File: src/rtl/vfifo_pkg.sv
// Shared helpers for the vfifo controller: pointer/depth derivation and fill-level flag decode.
package vfifo_pkg;

    typedef struct packed {
        logic full;
        logic empty;
        logic almost_full;
        logic almost_empty;
    } fill_flags_t;

    localparam fill_flags_t FLAGS_RST = '{
        full:         1'b0,
        empty:        1'b1,
        almost_full:  1'b0,
        almost_empty: 1'b1
    };

    // One extra pointer bit distinguishes a full FIFO from an empty one.
    function automatic int unsigned ptr_width(input int unsigned addr_width);
        return addr_width + 1;
    endfunction

    function automatic int unsigned fifo_depth(input int unsigned addr_width);
        return 32'd1 << addr_width;
    endfunction

    function automatic logic level_ge(input int unsigned level, input int unsigned thresh);
        return level >= thresh;
    endfunction

    function automatic logic level_le(input int unsigned level, input int unsigned thresh);
        return level <= thresh;
    endfunction

    function automatic fill_flags_t level_flags(
        input int unsigned level,
        input int unsigned depth,
        input int unsigned afull_thresh,
        input int unsigned aempty_thresh
    );
        fill_flags_t f;
        f.full         = (level == depth);
        f.empty        = (level == 0);
        f.almost_full  = level_ge(level, afull_thresh);
        f.almost_empty = level_le(level, aempty_thresh);
        return f;
    endfunction

endpackage

File: src/rtl/vfifo_sc_flags.sv
// Registered fill flags derived from the next-cycle level, plus sticky overflow/underflow.
module vfifo_sc_flags
    import vfifo_pkg::*;
#(
    parameter int unsigned ADDR_WIDTH    = 9,
    parameter int unsigned AFULL_THRESH  = 2 ** ADDR_WIDTH - 4,
    parameter int unsigned AEMPTY_THRESH = 4
) (
    input  logic                clk,
    input  logic                rst,
    input  logic                clear_flags,
    input  logic [ADDR_WIDTH:0] level_nxt,
    input  logic                ovf_event,
    input  logic                udf_event,
    output logic                full,
    output logic                empty,
    output logic                almost_full,
    output logic                almost_empty,
    output logic                overflow,
    output logic                underflow
);

    localparam int unsigned DEPTH = fifo_depth(ADDR_WIDTH);

    fill_flags_t flags_d, flags_q;
    logic        overflow_d, overflow_q;
    logic        underflow_d, underflow_q;

    always_comb begin
        flags_d = level_flags(32'(level_nxt), DEPTH, AFULL_THRESH, AEMPTY_THRESH);

        // A new error event beats a coincident clear.
        overflow_d = overflow_q;
        if (ovf_event) begin
            overflow_d = 1'b1;
        end else if (clear_flags) begin
            overflow_d = 1'b0;
        end

        underflow_d = underflow_q;
        if (udf_event) begin
            underflow_d = 1'b1;
        end else if (clear_flags) begin
            underflow_d = 1'b0;
        end
    end

    always_ff @(posedge clk) begin
        if (rst) begin
            flags_q     <= FLAGS_RST;
            overflow_q  <= 1'b0;
            underflow_q <= 1'b0;
        end else begin
            flags_q     <= flags_d;
            overflow_q  <= overflow_d;
            underflow_q <= underflow_d;
        end
    end

    assign full         = flags_q.full;
    assign empty        = flags_q.empty;
    assign almost_full  = flags_q.almost_full;
    assign almost_empty = flags_q.almost_empty;
    assign overflow     = overflow_q;
    assign underflow    = underflow_q;

endmodule

File: src/rtl/vfifo_sc_ctrl.sv
// Single-clock show-ahead FIFO controller driving a vfifo dual-port RAM.
module vfifo_sc_ctrl
    import vfifo_pkg::*;
#(
    parameter int unsigned DATA_WIDTH    = 8,
    parameter int unsigned ADDR_WIDTH    = 9,
    parameter int unsigned AFULL_THRESH  = 2 ** ADDR_WIDTH - 4,
    parameter int unsigned AEMPTY_THRESH = 4
) (
    input  logic                  clk,
    input  logic                  rst,
    input  logic                  flush,
    input  logic                  clear_flags,
    input  logic                  wr_valid,
    output logic                  wr_ready,
    input  logic [DATA_WIDTH-1:0] wr_data,
    output logic                  rd_valid,
    input  logic                  rd_ready,
    output logic [DATA_WIDTH-1:0] rd_data,
    output logic [ADDR_WIDTH:0]   level,
    output logic                  full,
    output logic                  empty,
    output logic                  almost_full,
    output logic                  almost_empty,
    output logic                  overflow,
    output logic                  underflow,
    output logic [DATA_WIDTH-1:0] ram_d,
    output logic [ADDR_WIDTH-1:0] ram_adr_a,
    output logic                  ram_we,
    output logic [ADDR_WIDTH-1:0] ram_adr_b,
    input  logic [DATA_WIDTH-1:0] ram_q
);

    localparam int unsigned PTR_WIDTH = ptr_width(ADDR_WIDTH);

    logic [PTR_WIDTH-1:0] wr_ptr_d, wr_ptr_q;
    logic [PTR_WIDTH-1:0] rd_ptr_d, rd_ptr_q;
    logic [PTR_WIDTH-1:0] level_d, level_q;
    logic                 wr_fire, rd_fire;
    logic                 ovf_event, udf_event;

    assign wr_ready = ~full;
    assign rd_valid = ~empty;

    assign wr_fire = wr_valid & wr_ready & ~flush & ~rst;
    assign rd_fire = rd_valid & rd_ready & ~flush & ~rst;

    assign ovf_event = wr_valid & full & ~flush & ~rst;
    assign udf_event = rd_ready & empty & ~flush & ~rst;

    always_comb begin
        wr_ptr_d = wr_ptr_q + PTR_WIDTH'(wr_fire);
        rd_ptr_d = rd_ptr_q + PTR_WIDTH'(rd_fire);
        level_d  = level_q + PTR_WIDTH'(wr_fire) - PTR_WIDTH'(rd_fire);
        if (rst || flush) begin
            wr_ptr_d = '0;
            rd_ptr_d = '0;
            level_d  = '0;
        end
    end

    always_ff @(posedge clk) begin
        if (rst) begin
            wr_ptr_q <= '0;
            rd_ptr_q <= '0;
            level_q  <= '0;
        end else begin
            wr_ptr_q <= wr_ptr_d;
            rd_ptr_q <= rd_ptr_d;
            level_q  <= level_d;
        end
    end

    assign ram_we    = wr_fire;
    assign ram_adr_a = wr_ptr_q[ADDR_WIDTH-1:0];
    assign ram_d     = wr_data;

    // The RAM registers this address, so its output tracks the head at rd_ptr after each edge.
    assign ram_adr_b = rd_ptr_d[ADDR_WIDTH-1:0];
    assign rd_data   = ram_q;

    assign level = level_q;

    vfifo_sc_flags #(
        .ADDR_WIDTH    (ADDR_WIDTH),
        .AFULL_THRESH  (AFULL_THRESH),
        .AEMPTY_THRESH (AEMPTY_THRESH)
    ) u_flags (
        .clk          (clk),
        .rst          (rst),
        .clear_flags  (clear_flags),
        .level_nxt    (level_d),
        .ovf_event    (ovf_event),
        .udf_event    (udf_event),
        .full         (full),
        .empty        (empty),
        .almost_full  (almost_full),
        .almost_empty (almost_empty),
        .overflow     (overflow),
        .underflow    (underflow)
    );

endmodule
File: config.mk
export PLATFORM = sky130hd
export DESIGN_NAME = vfifo_sc_ctrl
export DESIGN_NICKNAME = d
export VERILOG_FILES = /design/src/rtl/vfifo_pkg.sv /design/src/rtl/vfifo_sc_flags.sv /design/src/rtl/vfifo_sc_ctrl.sv
export SDC_FILE = /design/constraint.sdc
export NUM_CORES = 1
export LEC_CHECK = 0
export ABC_AREA = 1
export CORE_MARGIN = 2
export CORE_UTILIZATION = 37
export CTS_CLUSTER_DIAMETER = 50
export CTS_CLUSTER_SIZE = 30
export DETAILED_ROUTE_END_ITERATION = 8
export PLACE_DENSITY = 0.69
export SYNTH_ARGS = -nofsm -noshare
export SYNTH_HDL_FRONTEND = slang
export SYNTH_SLANG_ARGS = --single-unit
export TNS_END_PERCENT = 10
File: constraint.sdc
create_clock -name clk -period 8.9 [get_ports clk]
set_input_delay 2.67 -clock clk [delete_from_list [all_inputs] [get_ports clk]]
set_output_delay 2.67 -clock clk [all_outputs]
set_load 0.005 [all_outputs]
M3 wires:
Bar = 20 µm.
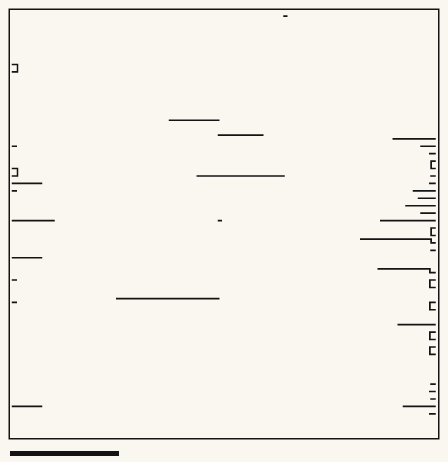
main direction = horizontal
wire length on this layer = 182 µm
share of all routed wire = 4.5%
longest straight run = 18.6 µm

Cell placement:
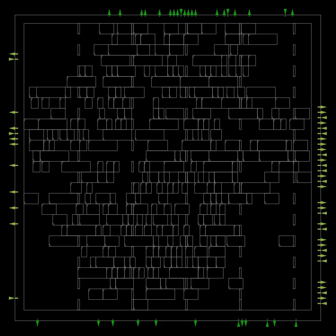
flop count: 34
core area: 5410 µm²
final cell count without fillers: 389
Tapcells: 72
row cnt: 27

Cell classes on the final placement:
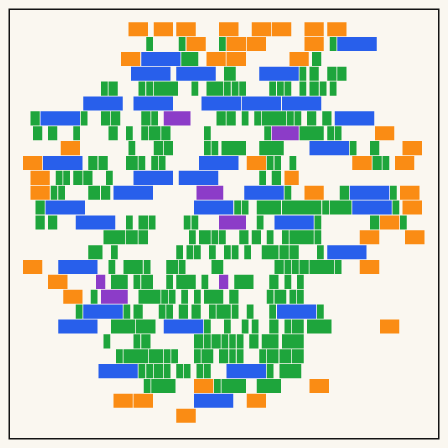
combinational and other logic -> green  # cells 233, share of their area 51%
flops -> blue  # cells 34, share of their area 28%
clock drivers and dummy loads -> purple  # cells 7, share of their area 3.3%
other buffers and delay cells -> orange  # cells 43, share of their area 18%
Post-Layout Inst Area: 2500 µm²
sequential share of cell area: 0.272
utilization after layout: 0.463

==> impl_table.tex <==
% Table of physical implementation metrics
\begin{tabular}{lr}
\hline
Metric & Value \\
\hline
\multicolumn{2}{l}{\textbf{Final timing}} \\
Number of pins exceeding their max-slew limit in the final report & 0 \\
Setup\_tns & 0 ns \\
Unrepaired setup endpoints after global routing & no \\
Slew at the pin closest to its max-slew limit & 0.406 ns \\
Setup WS post-layout & 1.06 ns \\
\multicolumn{2}{l}{\textbf{Global routing}} \\
Total grt overflow & 0 \\
Wire length of the first global-routing pass & 6970 µm \\
\multicolumn{2}{l}{\textbf{Critical path}} \\
Classification of the worst setup path & in2out \\
Sort of element at the start of the critical path & input pin \\
Buffering stage count on the worst path with inverters included & 3 \\
Arrival @ worst endpoint & 5.17 ns \\
\multicolumn{2}{l}{\textbf{CTS}} \\
Quantity of gates resized following cts & 0 \\
Setup Fix Bufs, Post-CTS & 0 \\
Number of clock sinks seen by CTS & 34 \\
Worst-path clk slew & 0.07 ns \\
CTS hold repair buffers & 0 \\
Num CTS Buffers & 5 \\
\multicolumn{2}{l}{\textbf{Logic synthesis}} \\
XORs/XNORs by Area & 0.0171 \\
Biggest combinational cell group after synthesis & simple AND/OR/NAND/NOR gates \\
Net count after synthesis & 323 \\
Area fraction in mux cells & 0 \\
Part of the Yosys area used for sequential elements & 0.333 \\
Largest type area fraction & 0.333 \\
\multicolumn{2}{l}{\textbf{Finish}} \\
Combined area of the multi-input logic cells & 1000 µm² \\
Post-layout nets & 354 \\
Share of layout cells above drive strength 1 & 0.110 \\
Flop area & 681 µm² \\
\multicolumn{2}{l}{\textbf{Floorplan}} \\
Count of pins on the block boundary & 75 \\
Starting density of the core & 0.378 \\
Die area & 6130 µm² \\
\multicolumn{2}{l}{\textbf{Place}} \\
Worst-case setup slack after placement & 1.03 ns \\
Gpl congestion & 0.787 \\
\multicolumn{2}{l}{\textbf{Detailed routing}} \\
Wirelength per Cell & 10.3 µm \\
\multicolumn{2}{l}{\textbf{Outcome}} \\
Status & finished, final reports clean \\
\hline
\end{tabular}
==> worst min-delay path: stages (launching register included) <==
cell and delay (ns):
dfxtp_1 0.31, nand2_1 0.06, a21oi_1 0.06
==> Yosys cell counts (all sizes together) (2+ instances only) <==
master / number
nor2: 39
dfxtp: 34
inv: 56
xnor2: 2
nand3: 24
ha: 14
o21ai: 8
nand3b: 2
nor3: 4
nand2: 52
clkinv: 2
a21oi: 21
xor2: 2
nand4: 3
buf: 18
==> through the flow <==
| step | hold slack, ns | cells |
|---|---|---|
| after detailed placement | 0.449 | 382 |
| after CTS | 0.466 | 389 |
| after floorplan | 0.431 | 286 |
| final | 0.469 | 389 |
| after global placement | 0.443 | 382 |
| after global routing | 0.507 | 389 |
==> power by group <==
part	leakage [nW]	internal [W]	switching (W)
sequential	0.276	0.000170	0.0000126
clock	0.0438	0.0000525	0.0000554
combinational	0.822	0.000105	0.000127
total	1.14	0.000327	0.000195
==> cell type report <==
cell class	instances	area share
repair buffers	43	0.171
multi-input cells	175	0.401
well taps	72	0.0360
clock inverters	2	0.00400
clock buffers	5	0.0275
inverters	58	0.0881
flip-flops and latches	34	0.272
==> sequential cells by signal, summed over array words and instances, names as in the netlist <==
signal                count
wr_ptr_q                  9
u_flags.underflow         1
u_flags.overflow          1
u_flags.almost_full       1
level                    10
u_flags.full              1
u_flags.almost_empty      1
u_flags.empty             1
rd_ptr_q                  9
==> path summary, 6_finish.rpt <==
check                                      start                              end  slack (ns)  depth (start not counted)
setup / recovery                             rst                     ram_adr_b[8]        1.06                         15
hold / removal    u_flags.underflow$_SDFFE_PP0P_   u_flags.underflow$_SDFFE_PP0P_        0.47                          2
setup reg to reg         u_flags.full$_SDFF_PP0_  u_flags.almost_empty$_SDFF_PP1_        6.48                         14
hold reg to reg   u_flags.underflow$_SDFFE_PP0P_   u_flags.underflow$_SDFFE_PP0P_        0.47                          2
==> cells by family after synthesis <==
kind of cell    after synthesis
fa+ha+maj                    15
compound gates               32
buf+inv                      77
simple gates                124
xor+xnor                      4
flops                        34
==> metal layers <==
metal  share of wire  global-route usage  up-vias
met5               0                   0        -
met4           0.018              0.0544        0
met3           0.045              0.0322       10
met2            0.46               0.240       29
met1            0.48               0.172      757
li1                -                   -      938
Power figures rest on the tool's default switching activity, not on a simulated workload.
